Fig. 1: run 1, supply network
(6 px per um) Pins as bars on the die edge. Tap cells in gray.
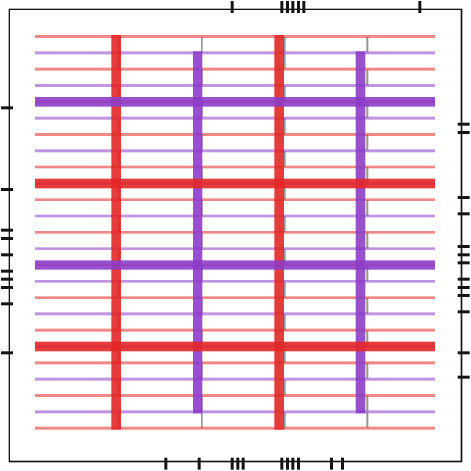
Fig. 2: run 1, placement by cell class
(6 px per um) Fill, decap, tap and diode cells in gray.
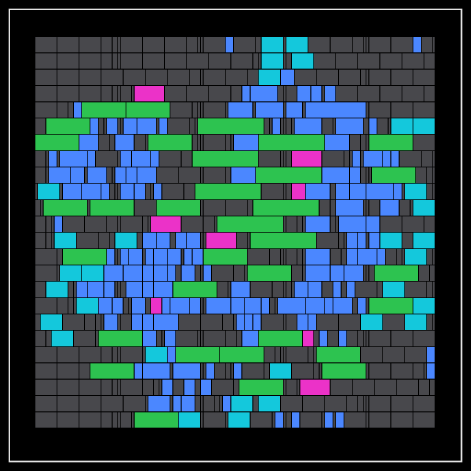
Fig. 3: run 1, clock network drawn from the DEF
(4 px per um)
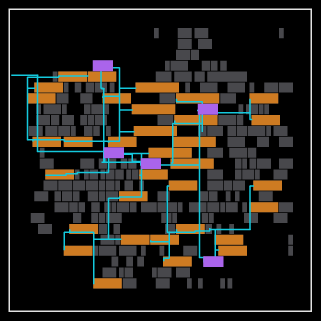
===== src/rtl/game_pkg.sv =====
// Shared definitions for the game controller: FSM state encoding, field widths
// and a small max helper used when latching the high score.
package game_pkg;
  localparam int LIVES_W = 3;
  localparam int SCORE_W = 8;

  typedef enum logic [2:0] {
    ATTRACT = 3'd0,
    READY   = 3'd1,
    PLAY    = 3'd2,
    DYING   = 3'd3,
    WAVE    = 3'd4,
    OVER    = 3'd5
  } state_t;

  function automatic logic [SCORE_W-1:0] max3(input logic [SCORE_W-1:0] a,
                                              input logic [SCORE_W-1:0] b,
                                              input logic [SCORE_W-1:0] c);
    logic [SCORE_W-1:0] m;
    m = (a > b) ? a : b;
    return (m > c) ? m : c;
  endfunction
endpackage


===== src/rtl/game_controller_pause_timer.sv =====
// Frame-tick pause counter: held at zero while start is low, done fires on the
// PAUSE_FRAMES-th tick and the count restarts so back-to-back pauses work.
module pause_timer #(
  parameter int PAUSE_FRAMES = 60
) (
  input  logic clk_36MHz,
  input  logic reset,
  input  logic start,
  input  logic frame_tick,
  output logic done
);
  logic [7:0] count;

  assign done = start && frame_tick && (count == 8'(PAUSE_FRAMES - 1));

  always_ff @(posedge clk_36MHz) begin
    if (!reset)
      count <= '0;
    else if (!start || done)
      count <= '0;
    else if (frame_tick)
      count <= count + 8'd1;
  end
endmodule


===== src/rtl/game_controller.sv =====
// Game flow controller: attract/ready/play/dying/wave/over sequencing, lives,
// scores and high score. Define TWO_PLAYER_EN for alternating two-player games.
module game_controller
  import game_pkg::*;
#(
  parameter int LIVES        = 3,
  parameter int PAUSE_FRAMES = 60
) (
  input  logic               clk_36MHz,
  input  logic               reset,
  input  logic               frame_tick,
  input  logic               start_debounced,
  input  logic               hit,
  input  logic               ship_hit,
  input  logic               wave_cleared,
  output logic               enable,
  output logic               clear,
  output logic               clear_score,
  output logic               active_player,
  output logic [LIVES_W-1:0] lives,
  output logic [2:0]         state,
  output logic [SCORE_W-1:0] score_p0,
  output logic [SCORE_W-1:0] score_p1,
  output logic [SCORE_W-1:0] hi_score
);
  state_t             state_q;
  logic [LIVES_W-1:0] lives_p0;
  logic [LIVES_W-1:0] lives_p1;
  logic [SCORE_W-1:0] hi_q = '0;
  logic               timing;
  logic               done;
  logic               p1_alive;
  logic               go_over;

  assign timing = (state_q == READY) || (state_q == DYING) ||
                  (state_q == WAVE)  || (state_q == OVER);

  pause_timer #(.PAUSE_FRAMES(PAUSE_FRAMES)) u_timer (
    .clk_36MHz  (clk_36MHz),
    .reset      (reset),
    .start      (timing),
    .frame_tick (frame_tick),
    .done       (done)
  );

`ifdef TWO_PLAYER_EN
  logic other_alive;
  assign p1_alive    = (lives_p1 != '0);
  assign other_alive = active_player ? (lives_p0 != '0) : p1_alive;
`else
  assign p1_alive = 1'b0;
`endif

  assign go_over  = (state_q == DYING) && done && (lives_p0 == '0) && !p1_alive;
  assign state    = state_q;
  assign lives    = active_player ? lives_p1 : lives_p0;
  assign hi_score = hi_q;

  // High score survives reset; it only starts from zero at power-up.
  always_ff @(posedge clk_36MHz) begin
    if (reset && go_over)
      hi_q <= max3(hi_q, score_p0, score_p1);
  end

  always_ff @(posedge clk_36MHz) begin
    if (!reset) begin
      state_q       <= ATTRACT;
      enable        <= 1'b0;
      clear         <= 1'b0;
      clear_score   <= 1'b0;
      active_player <= 1'b0;
      lives_p0      <= '0;
      lives_p1      <= '0;
      score_p0      <= '0;
      score_p1      <= '0;
    end else begin
      clear       <= 1'b0;
      clear_score <= 1'b0;
      case (state_q)
        ATTRACT: if (start_debounced) begin
          lives_p0 <= LIVES_W'(LIVES);
`ifdef TWO_PLAYER_EN
          lives_p1 <= LIVES_W'(LIVES);
`endif
          score_p0      <= '0;
          score_p1      <= '0;
          active_player <= 1'b0;
          clear         <= 1'b1;
          clear_score   <= 1'b1;
          state_q       <= READY;
        end
        READY: if (done) begin
          enable  <= 1'b1;
          state_q <= PLAY;
        end
        PLAY: begin
          // A hit landing in the same cycle as a ship loss still scores.
          if (hit) begin
            if (active_player) score_p1 <= score_p1 + 8'd1;
            else               score_p0 <= score_p0 + 8'd1;
          end
          if (ship_hit) begin
            if (active_player) begin
              if (lives_p1 != '0) lives_p1 <= lives_p1 - 3'd1;
            end else begin
              if (lives_p0 != '0) lives_p0 <= lives_p0 - 3'd1;
            end
            enable  <= 1'b0;
            state_q <= DYING;
          end else if (wave_cleared) begin
            enable  <= 1'b0;
            state_q <= WAVE;
          end
        end
        DYING: if (done) begin
          if (go_over) begin
            state_q <= OVER;
          end else begin
`ifdef TWO_PLAYER_EN
            if (other_alive) begin
              active_player <= ~active_player;
              clear_score   <= 1'b1;
            end
`endif
            clear   <= 1'b1;
            state_q <= READY;
          end
        end
        WAVE: if (done) begin
          clear   <= 1'b1;
          state_q <= READY;
        end
        OVER: if (done) state_q <= ATTRACT;
        default: state_q <= ATTRACT;
      endcase
    end
  end
endmodule


===== config.mk =====
export PLATFORM = sky130hd
export DESIGN_NAME = game_controller
export DESIGN_NICKNAME = d
export VERILOG_FILES = /design/src/rtl/game_pkg.sv /design/src/rtl/game_controller_pause_timer.sv /design/src/rtl/game_controller.sv
export SDC_FILE = /design/constraint.sdc
export NUM_CORES = 1
export LEC_CHECK = 0
export ABC_CLOCK_PERIOD_IN_PS = 5450
export CAP_MARGIN = 5
export CORE_MARGIN = 4
export CORE_UTILIZATION = 40
export CTS_CLUSTER_DIAMETER = 60
export DETAILED_ROUTE_END_ITERATION = 6
export GPL_TIMING_DRIVEN = 1
export PLACE_DENSITY = 0.66
export SLEW_MARGIN = 15
export SYNTH_ARGS = -nofsm -noshare
export SYNTH_HDL_FRONTEND = slang
export SYNTH_SLANG_ARGS = --single-unit

===== constraint.sdc =====
create_clock -name clk_36MHz -period 5.45 [get_ports clk_36MHz]
set_clock_uncertainty 0.1 [all_clocks]
set_input_delay 1.635 -clock clk_36MHz [delete_from_list [all_inputs] [get_ports clk_36MHz]]
set_output_delay 1.635 -clock clk_36MHz [all_outputs]
set_load 0.02 [all_outputs]

==> qor.yml, run 1 <==
groute.usage.overall: 0.140
min_period_over_period: 0.687
top_cells_by_area: "sky130_fd_sc_hd__dfxtp_1, sky130_fd_sc_hd__edfxtp_1, sky130_fd_sc_hd__ha_1"
mappedNetlistArea_um2: 1800
yosys_warnings: 0
min_path_type: "reg2reg"
end_kind: "flip-flop"
detailedRoute.firstIterationViolations: 38
synth_flops: 33
final-comb-area_um2: 941
ant_nets: 0
crit_type: "in2reg"
top_area_frac: 0.278
hold_buffers: 0
syn-instance-count: 190
post_drt_wl_per_cell_um: 12.6
met2RoutedLength_um: 1650
clkSinkCount: 33
drt-met1-wl_um: 1460
postCtsResizedCells: 0
cp_data_required_time_ns: 5.26
outcome: "finished, final reports clean"
synthesis.area_per_instance_um2: 9.49
post_cts.repair.setup_buffers: 0
openroad.warnings: 26
syn2layout_area_growth_pct: 21.5
busiest_layer_in_global_routing: "met2"
met3_wire_length_um: 261
grt_util_met1: 0.169
ys_async_sr_fraction: 0
ys_sh_mux: 0.0618
cts_tree: "built"
floorplan.die_area_um2: 5650
p_leak_nw: 0.821
layout_top_cells_excl_fill_tap: "sky130_fd_sc_hd__clkdlybuf4s50_1, sky130_fd_sc_hd__dfxtp_1, sky130_fd_sc_hd__nor2_1, sky130_fd_sc_hd__inv_1"
mostFrequentLayoutCell: "sky130_fd_sc_hd__clkdlybuf4s50_1"
antennaDiodeCount: 0
worstRegToRegCells: 7
cts_root_buffer: "sky130_fd_sc_hd__clkbuf_8"
synth.yosys.chip_area_um2: 1800
first_global_vias: 1329
Back to the opening pictures, Fig. 1:
color	net
red	VSS
purple	VDD
met1 rails	25
signal pins	41
tap cells	52
worst vdd ir: 147 uV
die boundary height: 75.1 um
Core ar.: 4350 um^2
width of the die: 75.1 um

Back to the opening pictures, Fig. 2:
color	class	cells	share of their area
magenta	clock drivers and dummy loads	8	4.0%
cyan	remaining buffers and delay cells	31	15%
green	sequential cells	33	35%
blue	combinational and other logic	150	47%
core occupancy in the finished layout: 0.503
standard-cell row count: 24
register fraction of the total cell area: 0.338
finished layout cell area: 2190 um^2

Back to the opening pictures, Fig. 3:
[cyan] clock wires | length: 453 um
[orange] flip-flops | count: 33
[purple] clock drivers | count: 5
routed clock nets	6
clock latency at the later pin of the worst-skew pair: 0.29 ns
Clock power frac: 0.274

==> run 1: path summary, 6_finish.rpt <==
kind                                    end   startpoint  slack, ns
worst min register to register       enable       enable       0.40
worst min-delay path                 enable       enable       0.40
worst max register to register  hi_score[3]  score_p0[1]       3.07
worst max-delay path            hi_score[7]   frame_tick       1.71
==> run 1: layout make-up <==
class	instances	area share
clock inverter	3	0.00742
clock buffer	5	0.0314
tap	52	0.0297
sequential	33	0.338
multi-input combinational	137	0.429
timing repair buffer	31	0.142
inverter	13	0.0223
==> run 1: through the flow <==
| stage | power, mW | worst slack [ns] | cell area, um^2 | utilization |
|---|---|---|---|---|
| CTS | 0.668 | 1.69 | 2190 | 0.503 |
| global placement | 0.484 | 1.42 | 2110 | 0.484 |
| finish | 0.659 | 1.71 | 2190 | 0.503 |
| floorplan | 0.430 | 2.22 | 1830 | - |
| detailed placement | 0.483 | 1.37 | 2110 | 0.484 |
| global route | 0.706 | 1.55 | 2190 | 0.503 |
==> run 1: worst max-delay path, stage by stage <==
cell and delay, ns:
sky130_fd_sc_hd__clkdlybuf4s50_1 0.54, sky130_fd_sc_hd__and2_4 0.19, sky130_fd_sc_hd__and3_1 0.28, sky130_fd_sc_hd__nand2_2 0.08
sky130_fd_sc_hd__nor3_1 0.82
==> run 1: registers in the layout, indices dropped and copies added, names as in the netlist <==
signal	cells
lives_p0	3
state	3
clear_score	1
u_timer.count	8
hi_score	8
clear	1
enable	1
score_p0	8
==> run 1: report_power, final <==
group / internal (mW) / switching (mW) / total, mW
Sequential: 0.267 / 0.0288 / 0.295
Clock: 0.0884 / 0.0923 / 0.181
Combinational: 0.0773 / 0.105 / 0.183
## Run 2: what changed since run 1
Settings changed: ABC_CLOCK_PERIOD_IN_PS 5450 to 3800.
Clock period 5.45 ns to 3.8 ns, I/O delays scaled along.
==> run 2 against run 1 <==
Against the previous run:
- via count decreased by 0.98%
- sequential share of layout area decreased by 0.55 points
- cell area increased by 1.7%
- combinational power increased by 43%
- sequential cell count unchanged
- routed wire length increased by 3.6%
- global-route usage decreased by 0.21 points
- total power increased by 55%
- area after synthesis unchanged
==> qor.yml, run 2 <==
cts_root_buffer: "sky130_fd_sc_hd__clkbuf_8"  # unchanged
openroad.warnings: 26  # unchanged
arrival_ns: 1.57  # was 3.55 ns
hold-path-cell-count: 2  # unchanged
ant_nets: 0  # unchanged
postCtsResizedCells: 0  # unchanged
worstPathCellList: "clkdlybuf4s50_1"  # was clkdlybuf4s50_1, and2_4, and3_1, nand2_2, nor3_1
yosys_warnings: 0  # unchanged
critical-path-top-delay-family: "buffers and inverters"  # was simple AND/OR/NAND/NOR gates
power.share.combinational: 0.257  # was 0.277
powerClk_mw: 0.334  # was 0.181 mW
switching_power_share_of_the_total: 0.323  # was 0.344
synthesis.area_per_instance_um2: 9.49  # unchanged
first_global_vias: 1319  # was 1329
comb-power_mw: 0.262  # was 0.183 mW
final_layout_size_suffix_gt1_frac: 0.108  # was 0.104
power_switching_mw: 0.330  # was 0.226 mW
p_int_mw: 0.690  # was 0.432 mW
min_period_over_period: 0.740
min_to: "u_timer.count[5]"  # was enable
p_leak_nw: 0.837  # was 0.821 nW
cp_data_required_time_ns: 2.56  # was 5.26 ns
floorplan.die.height_um: 75.1  # unchanged
worst_setup_path_startpoint: "state[1]"  # was frame_tick
rows: 24  # unchanged
clock_latency_at_the_later_pin_of_the_worst_skew_pair_ns: 0.29  # about the same
power.sequential.fraction: 0.416  # was 0.449
mappedNetlistArea_um2: 1800  # unchanged
ys_sh_mux: 0.0618  # unchanged
antennaDiodeCount: 0  # unchanged
min_path_type: "reg2reg"  # unchanged
layout_top_cells_excl_fill_tap: "sky130_fd_sc_hd__clkdlybuf4s50_1, sky130_fd_sc_hd__dfxtp_1, sky130_fd_sc_hd__nor2_1, sky130_fd_sc_hd__inv_1"  # unchanged
clkSinkCount: 33  # unchanged
worstRegToRegCells: 7  # unchanged
top_area_frac: 0.278  # unchanged
cts_tree: "built"  # unchanged
outcome: "finished, final reports clean"  # unchanged
detailedRoute.firstIterationViolations: 54  # was 38
critPathMaxStageDelay_ns: 0.69  # was 0.82 ns
ys_async_sr_fraction: 0  # unchanged
worstReg2RegEnd: "hi_score[5]"  # was hi_score[3]
floorplan.die_area_um2: 5650  # unchanged
syn-instance-count: 190  # unchanged
synth_top_flop_cell: "sky130_fd_sc_hd__dfxtp_1"  # unchanged
min-delay-start: "u_timer.count[5]"  # was enable
floorplan.die.width_um: 75.1  # unchanged
group_drawing_the_most_power: "sequential cells"  # unchanged
hold_buffers: 0  # unchanged
mostFrequentLayoutCell: "sky130_fd_sc_hd__clkdlybuf4s50_1"  # unchanged
timing.critical_path.buf_inv: 1  # unchanged
irDropWorstVdd_uv: 374  # was 147 uV
crit_type: "reg2out"  # was in2reg
critPathSlowestCell: "sky130_fd_sc_hd__clkdlybuf4s50_1"  # was sky130_fd_sc_hd__nor3_1
post_cts.repair.setup_buffers: 0  # unchanged
grt_max_degree: 15  # unchanged
fin_cells: 275  # was 274
synth_flops: 33  # unchanged
synth.yosys.chip_area_um2: 1800  # unchanged
sequentialPower_mw: 0.424  # was 0.295 mW
top_cells_by_area: "sky130_fd_sc_hd__dfxtp_1, sky130_fd_sc_hd__edfxtp_1, sky130_fd_sc_hd__ha_1"  # unchanged
clockPowerShare: 0.327  # was 0.274
regToRegSetupSlack_ns: 1.40  # was 3.07 ns
route.detailed.vias_per_inst: 5.14  # was 5.21
==> run 2: cell types whose count changed in the layout (fill, tap and decap cells not counted) <==
cell                        previous run  this run
sky130_fd_sc_hd__clkinv_2              2         0
sky130_fd_sc_hd__clkinv_4              0         1
sky130_fd_sc_hd__buf_4                 0         1
sky130_fd_sc_hd__bufinv_16             0         1
==> run 2: kinds of logic after synthesis <==
logic type	after synthesis
XOR/XNOR	13
multiplexers	10
other	1
flip-flops	33
AND/OR/NAND/NOR	68
buffers and inverters	28
adder cells (fa/ha/maj)	12
AND-OR/OR-AND	25
==> run 2: per-stage QoR <==
step                      hold WS (ns)   util  total power, mW  worst slack [ns]  cell area, um^2
after floorplan                  0.372      -            0.617              1.07             1830
after global placement           0.397  0.485            0.693             0.780             2110
after detailed placement         0.379  0.485            0.694             0.758             2110
after CTS                        0.414  0.511             1.03             0.975             2230
after global routing             0.456  0.511             1.09             0.901             2230
final                            0.416  0.511             1.02             0.988             2230
==> run 2: worst max path at each step <==
stage / to / slack [ns] / depth (start not counted)
finish: state[1] / 0.99 / 1
global route: state[0] / 0.90 / 1
CTS: state[0] / 0.98 / 1
detailed placement: hi_score[7] / 0.76 / 6
global placement: hi_score[7] / 0.78 / 6
floorplan: hi_score[0] / 1.07 / 5
==> run 2: cell type report <==
class / instances / area (um^2)
tap: 52 / 65.1
clock inverter: 3 / 45.0
timing repair buffer: 32 / 318
inverter: 13 / 48.8
multi-input combinational: 137 / 941
clock buffer: 5 / 68.8
sequential: 33 / 741
fill: 420 / 2130
==> run 2: per-layer routing <==
metal	up-vias	GRT usage	share of wire
li1	711	-	-
met5	-	0	0
met4	0	0.0699	0.018
met1	660	0.161	0.44
met3	7	0.0374	0.056
met2	36	0.233	0.48
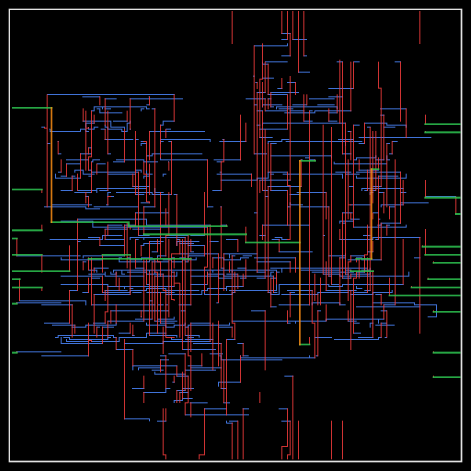
Fig. 4. Wiring by layer (run 2).
(6 px per um)
color	layer	wire length
green	metal 3	200 um
red	metal 2	1720 um
blue	metal 1	1580 um
orange	metal 4	64.6 um
detailed-route wire length: 3570 um
total via count in the routed design: 1414
average wire length per cell after detail routing: 13.0 um
All-Layer GR Usage: 0.138

Power is estimated from default activity; no workload was simulated.
